`config.mk`:
```
export PLATFORM = sky130hd
export DESIGN_NAME = acq_search_controller
export DESIGN_NICKNAME = d
export VERILOG_FILES = /design/src/rtl/acq_search_controller_pkg.sv /design/src/rtl/acq_peak_scan.sv /design/src/rtl/acq_search_controller.sv
export SDC_FILE = /design/constraint.sdc
export NUM_CORES = 1
export LEC_CHECK = 0
export CAP_MARGIN = 10
export CORE_MARGIN = 2
export CORE_UTILIZATION = 50
export CTS_CLUSTER_DIAMETER = 40
export CTS_CLUSTER_SIZE = 12
export DETAILED_ROUTE_END_ITERATION = 10
export GPL_ROUTABILITY_DRIVEN = 0
export MAX_ROUTING_LAYER = met4
export PLACE_DENSITY = 0.76
export SLEW_MARGIN = 10
export SYNTH_ARGS = -nofsm -noshare
export SYNTH_HDL_FRONTEND = slang
export SYNTH_HIERARCHICAL = 1
export SYNTH_SLANG_ARGS = --single-unit
```
`constraint.sdc`:
```
create_clock -name clk -period 8.7 [get_ports clk]
set_clock_uncertainty 0.1 [all_clocks]
set_input_delay 1.74 -clock clk [delete_from_list [all_inputs] [get_ports clk]]
set_output_delay 1.74 -clock clk [all_outputs]
set_load 0.05 [all_outputs]
```
`src/rtl/acq_search_controller_pkg.sv`:
```
// ---------------------------------------------------------------------------
// acq_search_controller_pkg
// Shared definitions for the acquisition search controller:
//   I2Q2_WIDTH         width of one correlator power result
//   CS_WIDTH           width of a code shift index
//   DOPPLER_INC_WIDTH  width of one Doppler phase increment (two's complement)
//   upd_state_t        states of the peak update engine
//   sub_doppler()      starting Doppler increment of a subchannel
// ---------------------------------------------------------------------------
package acq_search_controller_pkg;

    localparam int I2Q2_WIDTH        = 32;
    localparam int CS_WIDTH          = 12;
    localparam int DOPPLER_INC_WIDTH = 16;

    typedef enum logic [1:0] {
        ST_IDLE,
        ST_SCAN,
        ST_PEAK,
        ST_UPDATE
    } upd_state_t;

    // Increment of subchannel idx at Doppler step 0, wrapped to the port width.
    function automatic logic [DOPPLER_INC_WIDTH-1:0] sub_doppler(input int start,
                                                                 input int spacing,
                                                                 input int idx);
        return DOPPLER_INC_WIDTH'(start + idx * spacing);
    endfunction

endpackage

```
`src/rtl/acq_peak_scan.sv`:
```
// ---------------------------------------------------------------------------
// acq_peak_scan
// Sequential NUM_SUB-way maximum finder. The packed result vector is captured
// on load; each following step cycle examines one subchannel, lowest index
// first, keeping the first-seen value on ties.
// Ports:
//   clk, rst_n        clock, asynchronous active-low reset
//   load              capture data and restart at subchannel 0
//   step              compare the current subchannel
//   data              packed results, subchannel k in slice k
//   max_value         largest value seen so far
//   max_index         subchannel holding max_value
//   last              current subchannel is the final one
// ---------------------------------------------------------------------------
module acq_peak_scan
    import acq_search_controller_pkg::*;
#(
    parameter int NUM_SUB = 3,
    parameter int IDX_W   = 2
) (
    input  logic                          clk,
    input  logic                          rst_n,
    input  logic                          load,
    input  logic                          step,
    input  logic [NUM_SUB*I2Q2_WIDTH-1:0] data,
    output logic [I2Q2_WIDTH-1:0]         max_value,
    output logic [IDX_W-1:0]              max_index,
    output logic                          last
);

    logic [NUM_SUB*I2Q2_WIDTH-1:0] data_q;
    logic [IDX_W-1:0]              idx;
    logic [I2Q2_WIDTH-1:0]         cur;

    assign cur  = data_q[idx*I2Q2_WIDTH +: I2Q2_WIDTH];
    assign last = (idx == IDX_W'(NUM_SUB - 1));

    // Subchannel 0 always seeds the running maximum so results from a
    // previous scan never leak in; later subchannels win only when strictly
    // greater, which gives the lowest index on ties.
    always_ff @(posedge clk or negedge rst_n) begin
        if (!rst_n) begin
            data_q    <= '0;
            idx       <= '0;
            max_value <= '0;
            max_index <= '0;
        end else if (load) begin
            data_q <= data;
            idx    <= '0;
        end else if (step) begin
            if ((idx == '0) || (cur > max_value)) begin
                max_value <= cur;
                max_index <= idx;
            end
            if (!last) begin
                idx <= idx + 1'b1;
            end
        end
    end

endmodule

```
`src/rtl/acq_search_controller.sv`:
```
// ---------------------------------------------------------------------------
// acq_search_controller
// Steps a code-shift / Doppler search grid, tracks the strongest correlation
// peak across all subchannels and reports completion / success.
// Ports:
//   clk, global_reset_n        clock, asynchronous active-low reset
//   start_acquisition, abort   control pulses (start wins)
//   threshold                  early-exit level, 0 disables
//   frame_start, accumulation_complete, target_reached, i2q2_valid
//                              feed / tracking strobes
//   i2q2                       packed per-subchannel results
//   doppler, seek_en, code_shift  current bin driven to the correlators
//   busy, acquisition_complete, acquisition_success  search status
//   peak_i2q2, peak_doppler, peak_code_shift        best bin found
// ---------------------------------------------------------------------------
module acq_search_controller
    import acq_search_controller_pkg::*;
#(
    parameter int NUM_SUB          = 3,
    parameter int MAX_CODE_SHIFT   = 2045,
    parameter int NUM_DOPP_STEPS   = 4,
    parameter int DOPP_START       = -1598,
    parameter int DOPP_SUB_SPACING = 1598
) (
    input  logic                                 clk,
    input  logic                                 global_reset_n,
    input  logic                                 start_acquisition,
    input  logic                                 abort,
    input  logic [I2Q2_WIDTH-1:0]                threshold,
    input  logic                                 frame_start,
    input  logic                                 accumulation_complete,
    input  logic                                 target_reached,
    input  logic                                 i2q2_valid,
    input  logic [NUM_SUB*I2Q2_WIDTH-1:0]        i2q2,
    output logic [NUM_SUB*DOPPLER_INC_WIDTH-1:0] doppler,
    output logic                                 seek_en,
    output logic [CS_WIDTH-1:0]                  code_shift,
    output logic                                 busy,
    output logic                                 acquisition_complete,
    output logic                                 acquisition_success,
    output logic [I2Q2_WIDTH-1:0]                peak_i2q2,
    output logic [DOPPLER_INC_WIDTH-1:0]         peak_doppler,
    output logic [CS_WIDTH-1:0]                  peak_code_shift
);

    localparam int DW     = DOPPLER_INC_WIDTH;
    localparam int IDX_W  = (NUM_SUB > 1) ? $clog2(NUM_SUB) : 1;
    localparam int STEP_W = (NUM_DOPP_STEPS > 1) ? $clog2(NUM_DOPP_STEPS) : 1;
    localparam logic [DW-1:0]       STEP_INC  = DW'(NUM_SUB * DOPP_SUB_SPACING);
    localparam logic [CS_WIDTH-1:0] CS_LAST   = CS_WIDTH'(MAX_CODE_SHIFT);
    localparam logic [STEP_W-1:0]   STEP_LAST = STEP_W'(NUM_DOPP_STEPS - 1);

    logic [STEP_W-1:0]       step_q;
    logic [I2Q2_WIDTH-1:0]   threshold_q;
    logic                    feed_idle;
    logic                    ignore_q;
    logic [CS_WIDTH-1:0]     bin_cs;
    logic [NUM_SUB*DW-1:0]   bin_dopp;
    logic                    bin_ignore;
    logic                    bin_busy;
    logic                    bin_last;

    upd_state_t              state, state_next;
    logic                    scan_load, scan_step, do_update, bin_done;
    logic [I2Q2_WIDTH-1:0]   max_value, new_peak;
    logic [IDX_W-1:0]        max_index;
    logic                    scan_last, last_bin, peak_hit, finish;

    assign last_bin = (code_shift == CS_LAST) && (step_q == STEP_LAST);

    // Success is judged against the peak as it will stand after this cycle.
    assign new_peak = do_update ? max_value : peak_i2q2;
    assign peak_hit = (threshold_q != '0) && (new_peak >= threshold_q);
    assign finish   = (do_update && peak_hit) || (bin_done && bin_last);

    acq_peak_scan #(
        .NUM_SUB (NUM_SUB),
        .IDX_W   (IDX_W)
    ) u_peak_scan (
        .clk       (clk),
        .rst_n     (global_reset_n),
        .load      (scan_load),
        .step      (scan_step),
        .data      (i2q2),
        .max_value (max_value),
        .max_index (max_index),
        .last      (scan_last)
    );

    // Update engine state register.
    always_ff @(posedge clk or negedge global_reset_n) begin
        if (!global_reset_n) begin
            state <= ST_IDLE;
        end else begin
            state <= state_next;
        end
    end

    // Update engine: one result set per i2q2_valid, taken only from IDLE so
    // strobes arriving mid-scan are dropped. bin_done marks the end of the
    // processing of a latched bin so the final bin can close the search.
    always_comb begin
        state_next = state;
        scan_load  = 1'b0;
        scan_step  = 1'b0;
        do_update  = 1'b0;
        bin_done   = 1'b0;
        case (state)
            ST_IDLE: begin
                if (i2q2_valid && bin_busy && !acquisition_complete) begin
                    scan_load  = 1'b1;
                    state_next = ST_SCAN;
                end
            end
            ST_SCAN: begin
                if (bin_ignore) begin
                    state_next = ST_IDLE;
                end else begin
                    scan_step = 1'b1;
                    if (scan_last) begin
                        state_next = ST_PEAK;
                    end
                end
            end
            ST_PEAK: begin
                if (max_value > peak_i2q2) begin
                    state_next = ST_UPDATE;
                end else begin
                    bin_done   = 1'b1;
                    state_next = ST_IDLE;
                end
            end
            ST_UPDATE: begin
                do_update  = 1'b1;
                bin_done   = 1'b1;
                state_next = ST_IDLE;
            end
            default: state_next = ST_IDLE;
        endcase
        if (start_acquisition || abort) begin
            state_next = ST_IDLE;
        end
    end

    // Search sequencing and status. Later statements override earlier ones
    // within a cycle: frame_start beats accumulation_complete on the ignore
    // flag, completion and abort beat stepping, and start beats everything.
    always_ff @(posedge clk or negedge global_reset_n) begin
        if (!global_reset_n) begin
            doppler              <= '0;
            seek_en              <= 1'b0;
            code_shift           <= '0;
            busy                 <= 1'b0;
            acquisition_complete <= 1'b0;
            acquisition_success  <= 1'b0;
            peak_i2q2            <= '0;
            peak_doppler         <= '0;
            peak_code_shift      <= '0;
            step_q               <= '0;
            threshold_q          <= '0;
            feed_idle            <= 1'b1;
            ignore_q             <= 1'b0;
            bin_cs               <= '0;
            bin_dopp             <= '0;
            bin_ignore           <= 1'b0;
            bin_busy             <= 1'b0;
            bin_last             <= 1'b0;
        end else if (start_acquisition) begin
            for (int k = 0; k < NUM_SUB; k++) begin
                doppler[k*DW +: DW] <= sub_doppler(DOPP_START, DOPP_SUB_SPACING, k);
            end
            seek_en              <= 1'b1;
            code_shift           <= '0;
            busy                 <= 1'b1;
            acquisition_complete <= 1'b0;
            acquisition_success  <= 1'b0;
            peak_i2q2            <= '0;
            peak_doppler         <= '0;
            peak_code_shift      <= '0;
            step_q               <= '0;
            threshold_q          <= threshold;
            feed_idle            <= 1'b0;
            ignore_q             <= 1'b1;
            bin_busy             <= 1'b0;
            bin_last             <= 1'b0;
        end else begin
            if (target_reached && feed_idle) begin
                seek_en <= 1'b0;
            end
            if (accumulation_complete) begin
                bin_cs     <= code_shift;
                bin_dopp   <= doppler;
                bin_ignore <= ignore_q;
                bin_busy   <= busy;
                feed_idle  <= 1'b1;
                if (busy) begin
                    seek_en <= 1'b1;
                end
                if (ignore_q) begin
                    ignore_q <= 1'b0;
                end else if (busy) begin
                    if (last_bin) begin
                        busy     <= 1'b0;
                        bin_last <= 1'b1;
                    end else if (code_shift == CS_LAST) begin
                        code_shift <= '0;
                        step_q     <= step_q + 1'b1;
                        for (int k = 0; k < NUM_SUB; k++) begin
                            doppler[k*DW +: DW] <= doppler[k*DW +: DW] + STEP_INC;
                        end
                    end else begin
                        code_shift <= code_shift + 1'b1;
                    end
                end
            end
            if (frame_start) begin
                feed_idle <= 1'b0;
                if (seek_en) begin
                    ignore_q <= 1'b1;
                end
            end
            if (do_update) begin
                peak_i2q2       <= max_value;
                peak_code_shift <= bin_cs;
                peak_doppler    <= bin_dopp[max_index*DW +: DW];
            end
            if (finish) begin
                acquisition_complete <= 1'b1;
                acquisition_success  <= peak_hit;
                busy                 <= 1'b0;
                seek_en              <= 1'b0;
                bin_last             <= 1'b0;
            end
            if (abort) begin
                acquisition_complete <= 1'b1;
                acquisition_success  <= 1'b0;
                busy                 <= 1'b0;
                seek_en              <= 1'b0;
                bin_last             <= 1'b0;
            end
        end
    end

endmodule

```
run_1/met4.png
(2 px per µm)
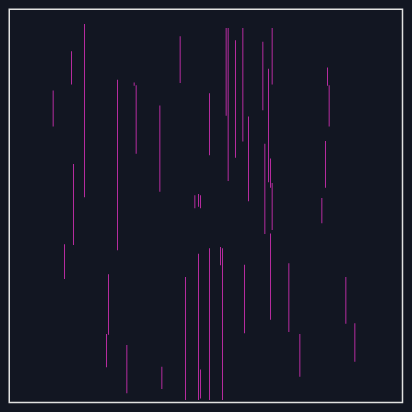
The longest straight run is 86.4 µm. The layer holds 3.1% of the routed length. The layer carries 1,520 µm of wire. 26 nets have wire on it. The wires run mostly vertical.

run_1/pdn.png
(2 px per µm) Pins as bars on the die edge.
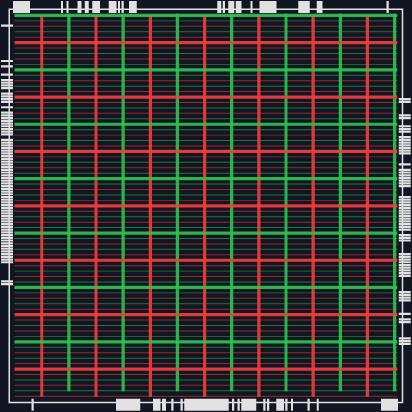
Key: VSS = red; VDD = green
14 straps on met4. 71 met1 rails follow the rows.

run_1/clock_map.png
(3 px per µm)
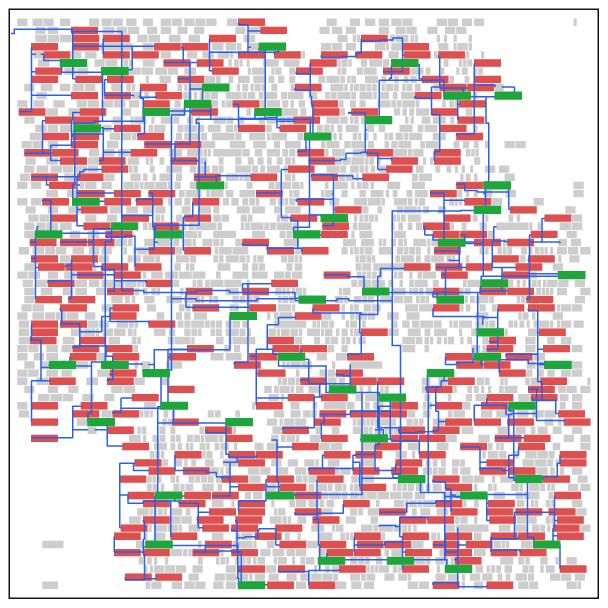
Key: clock wires = blue [length 4,900 µm]; cells driving clock nets = green [count 55]; flip-flops = red [count 351]
Position of the flops: spread over the die. There are 56 routed clock nets.

run_1/density.png
(1.5 px per µm) 20 x 20 tiles, from white (low) to dark blue (high), 0 to 100% covered.
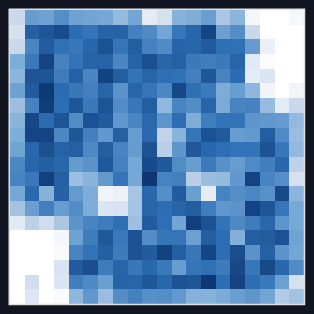
The mean over all tiles is 59%. 32% of the tiles are over 75% full. 6.2% of the tiles are nearly empty. The fullest tile reaches 97%.

==> flow_summary.yaml, run 1 <==
# synthesis and place-and-route metrics
run_status:
  status: "completed"
cells_and_area:
  final_cells: 2520
  reg_top3: "u_peak_scan/data_q: 96 flops, bin_dopp: 45 flops, doppler: 45 flops"
  nets: 2245
  design_area_mm2: 0.0232
  flop_area_mm2: 0.00879
  post-route-util_pct: 63.8
  drive_above_1_share_pct: 16.0
  regMostFlops: "u_peak_scan/data_q"
  largest_reg_flops: 96
  fill_cells: 2843
  comb_area_mm2: 0.00886
  area_growth_pct: 26.3
global_routing:
  grt_first_pass_wirelength_mm: 78.4
  grtUsageMet3_pct: 4.49
  grt.met1_usage_pct: 37.1
  grt_max_degree: 123
  grt_busiest_layer: "met2"
  antenna_found_initial: 2
  grt_pass1_vias: 14600
  grt_util_all_layers_pct: 26.3
  overflow: 0
  grt_use_met2_pct: 38.5
power_and_ir_drop:
  ir_drop_mv: 0.175
  internal_power_uw: 3990
  p_comb_share_pct: 28.4
  netSwitchingFraction_pct: 34.5
  total_power_uw: 6090
  netSwitchingPower_uw: 2100
  p_clk_uw: 2200
  powerDensity_mw_per_mm2: 262
  maxPowerGroup: "the clock network"
  clkPwrFrac_pct: 36.2
  p_leak_uw: 0.00978
  pg_seq_uw: 2160
  pg_comb_uw: 1730
  seq_power_share_pct: 35.4
yosys:
  synth_area_per_cell_um2: 10.4
  top_cell_area_share_pct: 47.6
  synthArstFlopShare_pct: 100
  ys_seq_share_pct: 47.7
  syn-instance-count: 1775
  top_cells_by_area: "dfrtp_1, mux2_2, ha_1, nand2_1, o21ai_0"
  top_cell: "dfrtp_1"
  edf_count: 0
  common_cells: "dfrtp_1, nand2_1, mux2_2"
  yosysTopAreaCell: "dfrtp_1"
  synth_chip_area_mm2: 0.0184
  syn_area_mm2: 0.0184
  ys.flop_type: "dfrtp_1"
  ys_ff: 351
  yosysWarnings: 6
  ys_types: 67
  ys_cells: 1775
setup_path:
  cp_data_arrival_time_ns: 5.14
  crit_type: "reg -> reg"
  crit_chain: "buf_4 > nor2b_2 > buf_4 > nand2_1 > o21ai_0 > ha_1 > nand4_1 > nor3_1 > o311ai_4 > and3_1 > buf_4 > a311o_1"
  crit_required_ns: 9.06
  critical_path_buf_inv_count: 3
  cp_top_family: "simple AND/OR/NAND/NOR gates"
  cpPeakStageDelay_ns: 0.76
  crit_slowest_cell: "nor3_1"
  critPathLaunch: "u_peak_scan/idx[1]$_DFFE_PN0P_"
  critPathCaptureType: "flip-flop"
  cp_common_cell: "buf_4"
  worstSetupStartpointType: "flip-flop"
  r2r_start: "u_peak_scan/idx[1]$_DFFE_PN0P_"
  critPathMaxFanout: 33
cts:
  cts_tree: "yes"
  cts_hold_buf: 0
  postCtsSetupBuffers: 0
  clk_pin_slew_ns: 0.05
  cts.htree.levels: 2
  cts.sinks: 351
  cts-root-buf: "clkbuf_16"
  insertion_delay_ns: 0.59
  cts_resized: 0
  cts_buffer_depth: 3
  cts_buffers: 55
timing:
  max_freq_ghz: 0.209
  hold_ws_ns: 0.373
  worst_slew_pin_slew_ns: 1.23
  rsz0062_at_grt: "no"
  setup_slack_ns: 3.92
  final-setup-viol-count: 0
  slew_viol_final: 0
  slew_headroom_pct: 17.7
  min_period_ns: 4.78
  tns_ns: 0
  hold_viol: 0
  fin_crit_sh_pct: 54.9
drt:
  wl_met2_mm: 21.8
  wl_met3_mm: 3.01
  wl_met1_mm: 22.5
  drt-total-wl_mm: 48.8
  vias: 14500
  firstDrtPassIters: 5
  drtIter0Drc: 977
  wl_per_cell_um: 19.4
  highest_layer: "met4"
  drc: 0
  vias_per_cell: 5.77
  ant_nets: 0
placement:
  placedCellCount: 2416
  io_buffer_count: 256
  dp_hpwl_mm: 34.0
  preCtsSetupSlack_ns: 4.02
  place_area_mm2: 0.0214
die:
  chipHeight_um: 196
  rows: 70
  core_area_mm2: 0.0364
  die_w_um: 196
  initCoreUtil_pct: 50.5
  io-pin-count: 260
  chipArea_mm2: 0.0384
run:
  warning_count: 32
  maxCapViolCount: 0
worst_hold_path:
  hold_path.class: "reg -> reg"
  hold_path_startpoint: "step_q[1]$_DFFE_PN0P_"
==> run 1: worst paths after layout <==
check                                                            end  slack, ns  cells after the start
worst max-delay path            u_peak_scan/max_index[0]$_DFFE_PN0P_       3.92                     12
worst min-delay path                           step_q[1]$_DFFE_PN0P_       0.37                      2
worst max register to register  u_peak_scan/max_index[0]$_DFFE_PN0P_       3.92                     12
worst min register to register                 step_q[1]$_DFFE_PN0P_       0.37                      2
max in group asynchronous                threshold_q[17]$_DFFE_PN0P_       5.85                      2
min in group asynchronous             peak_code_shift[6]$_DFFE_PN0P_       1.14                      1
==> run 1: final cells by class <==
cell class                      instances  area share, %
Multi-Input combinational cell       1213           38.1
Timing Repair Buffer                  276           11.7
Clock inverter                         39           1.76
Clock buffer                           63           6.31
Sequential cell                       351           37.8
Tap cell                              468           2.52
Inverter                              108           1.74
Antenna cell                            2         0.0215
==> run 1: cell families after synthesis <==
group | count (synthesis) | share of synthesized area, %
muxes | 201 | 12.0
and+or+nand+nor | 468 | 12.5
xor gates and xnor gates | 25 | 1.19
AOI/OAI and AO/OA | 412 | 15.0
buffers and inverters | 213 | 4.56
DFF | 351 | 47.7
adders and majority gates | 104 | 7.07
other | 1 | 0.0204
==> run 1: cells in the final DEF, fill, tap and decap left out, drive strengths merged, types with 25 or more instances in the layout <==
cell type / synthesis / routed
nand2: 172 / 172
o22ai: 34 / 34
o21ai: 145 / 145
dfrtp: 350 / 350
nor2: 84 / 84
a31oi: 40 / 40
clkbuf: 90 / 63
nand2b: 47 / 47
a311oi: 32 / 32
a211oi: 25 / 25
mux2: 153 / 153
a21oi: 74 / 74
nor3: 29 / 29
nand4: 26 / 26
clkdlybuf4s50: 0 / 254
nor2b: 38 / 38
inv: 107 / 114
mux2i: 48 / 48
ha: 104 / 104
## Run 2: what changed since run 1
Settings changed: PLACE_DENSITY 0.76 to 0.79.
Clock period 8.7 ns to 4.1 ns, I/O delays scaled along.
==> flow_summary.yaml, run 2 <==
# synthesis and place-and-route metrics
run_status:
  status: "completed"
drt:
  vias_per_cell: 5.82
  drtIter0Drc: 1007
  drt-total-wl_mm: 49.2
  wl_per_cell_um: 19.5
  ant_nets: 0
  vias: 14700
  firstDrtPassIters: 6
  drc: 0
run:
  warning_count: 28
  maxCapViolCount: 0
global_routing:
  grt_first_pass_wirelength_mm: 78.6
  grt_use_met2_pct: 39.0
  grt_max_degree: 99
  grt_busiest_layer: "met2"
  grt_pass1_vias: 14700
  overflow: 0
  grtUsageMet3_pct: 5.05
  grt.met1_usage_pct: 36.5
  grt_util_all_layers_pct: 26.3
  antenna_found_initial: 3
power_and_ir_drop:
  powerDensity_mw_per_mm2: 549
  p_leak_uw: 0.00983
  total_power_uw: 12800
  ir_drop_mv: 0.326
yosys:
  yosysTopAreaCell: "dfrtp_1"
  ys_cells: 1775
  top_cell_area_share_pct: 47.6
  xor_area_share_pct: 1.19
  ys_types: 67
  synthArstFlopShare_pct: 100
  ys_ff: 351
  synth_area_per_cell_um2: 10.4
  adder_share_pct: 7.07
  syn_area_mm2: 0.0184
  logic_family: "AND-OR/OR-AND gates"
  ys_sh_mux_pct: 12.0
  aoi_share_pct: 15.0
  common_cells: "dfrtp_1, nand2_1, mux2_2"
  top_cell: "dfrtp_1"
  yosysWarnings: 6
  ys.flop_type: "dfrtp_1"
  ys_seq_share_pct: 47.7
  top_cells_by_area: "dfrtp_1, mux2_2, ha_1, nand2_1, o21ai_0"
  synth_chip_area_mm2: 0.0184
  edf_count: 0
  syn-instance-count: 1775
  ys_sh_simple_pct: 12.5
cts:
  postCtsSetupBuffers: 0
  cts_resized: 0
  cts_buffers: 49
  cts_tree: "yes"
  cts_hold_buf: 0
  insertion_delay_ns: 0.58
  cts_buffer_depth: 3
  cts.htree.levels: 2
  cts-root-buf: "clkbuf_16"
  cts.sinks: 351
  clk_pin_slew_ns: 0.06
placement:
  place_area_mm2: 0.0215
  placedCellCount: 2428
  preCtsSetupSlack_ns: 0.249
  dp_hpwl_mm: 34.6
  io_buffer_count: 256
timing:
  slew_viol_final: 0
  slew_headroom_pct: 23.5
  tns_ns: 0
  hold_ws_ns: 0.141
  setup_slack_ns: 0.311
  worst_slew_pin_slew_ns: 1.15
  max_freq_ghz: 0.264
  rsz0062_at_grt: "no"
  final-setup-viol-count: 0
  fin_crit_sh_pct: 92.4
  min_period_ns: 3.79
  hold_viol: 0
setup_path:
  cp_top_family: "AND-OR/OR-AND gates"
  cpPeakStageDelay_ns: 0.53
  reg2regPathDepth: 13
  worstSetupStartpointType: "flip-flop"
  critPathMaxFanout: 48
  r2r_start: "state[1]$_DFFE_PN0P_"
  r2r-end: "acquisition_complete$_DFFE_PN0P_"
  crit_required_ns: 4.45
  crit_slowest_cell: "dfrtp_1"
  critPathCaptureType: "flip-flop"
  cp_common_cell: "a31oi_1"
  cp_num_cells: 13
  critPathLaunch: "state[1]$_DFFE_PN0P_"
  crit_chain: "inv_1 > nor2_4 > buf_12 > nand2_1 > o21ai_0 > ha_1 > a21oi_1 > a21boi_0 > a2111oi_0 > o211ai_1 > a31oi_1 > a31oi_1 > o21ba_1"
  cp_data_arrival_time_ns: 4.14
  critical_path_buf_inv_count: 2
  ff2ff_setup_slack_ns: 0.31
  crit_type: "reg -> reg"
  crit_path_end: "acquisition_complete$_DFFE_PN0P_"
cells_and_area:
  nets: 2256
  largest_reg_flops: 96
  drive_above_1_share_pct: 16.1
  flop_area_mm2: 0.00879
  post-route-util_pct: 64.1
  comb_area_mm2: 0.00886
  area_growth_pct: 26.9
  design_area_mm2: 0.0233
  layout_top_cells: "dfrtp_1, clkdlybuf4s50_1, nand2_1"
  final_cells: 2526
  regMostFlops: "u_peak_scan/data_q"
  reg_top3: "u_peak_scan/data_q: 96 flops, bin_dopp: 45 flops, doppler: 45 flops"
  final_common_cell: "dfrtp_1"
  fill_cells: 2798
die:
  io-pin-count: 260
  die_w_um: 196
  initCoreUtil_pct: 50.5
  core_area_mm2: 0.0364
  rows: 70
  chipHeight_um: 196
  chipArea_mm2: 0.0384
worst_hold_path:
  hold_path.class: "in -> async"
## run 2: cell counts after synthesis
Identical to the previous run, type by type.
## run 2: how the worst min path moves through the flow
stage                          startpoint                               endpoint  depth (start not counted)
finish                     global_reset_n         peak_code_shift[5]$_DFFE_PN0P_                          1
floorplan           step_q[1]$_DFFE_PN0P_                  step_q[1]$_DFFE_PN0P_                          2
global placement    step_q[1]$_DFFE_PN0P_                  step_q[1]$_DFFE_PN0P_                          2
detailed placement  step_q[1]$_DFFE_PN0P_                  step_q[1]$_DFFE_PN0P_                          2
global route               global_reset_n                  bin_cs[5]$_DFFE_PN0P_                          1
CTS                        global_reset_n  u_peak_scan/max_value[25]$_DFFE_PN0P_                          1
## run 2: cell families after synthesis
| group | Yosys count |
|---|---|
| and+or+nand+nor | 468 |
| AOI/OAI and AO/OA | 412 |
| DFF | 351 |
| buffers and inverters | 213 |
| muxes | 201 |
| adders and majority gates | 104 |
| xor gates and xnor gates | 25 |
| other | 1 |
## run 2: power by group
part	leakage [µW]	total (µW)	internal [µW]	switching, µW
logic	0.00454	3700	1580	2120
clock network	0.000849	4530	2850	1680
registers	0.00444	4590	4030	559
## run 2: layout make-up
class                   count  share of cell area (%)
diodes                      3                  0.0322
clock buffers              58                    5.65
clock inverters            32                    1.97
inverters                 108                    1.74
multi-input cells        1213                    38.0
flip-flops and latches    351                    37.6
well taps                 468                    2.51
repair buffers            293                    12.5
## run 2: routing by layer
layer | part of all wire, % | up-vias
li1 | - | 6824
met1 | 46 | 7270
met2 | 45 | 498
met3 | 6.5 | 97
met4 | 2.9 | 0
met5 | 0 | -
run_2/met4.png
(2 px per µm)
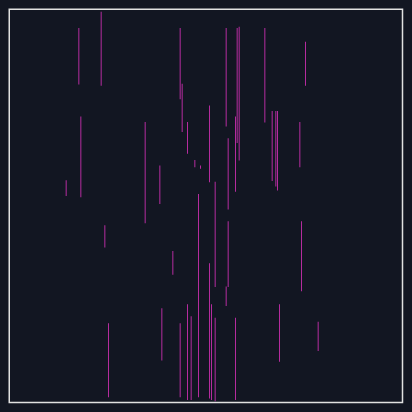
The longest straight run is 101 µm. The layer holds 2.9% of the routed length. The layer carries 1,430 µm of wire. 30 nets have wire on it. The wires run mostly vertical.

run_2/density.png
(1.5 px per µm) 20 x 20 tiles, from white (low) to dark blue (high), 0 to 100% covered.
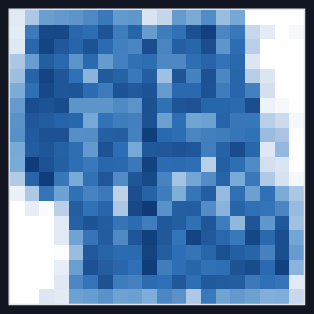
The fullest tile reaches 95%. The emptiest ninth of the die: bottom left. 9.5% of the tiles are nearly empty. 39% of the tiles are over 75% full.

Power and IR drop assume default switching activity.
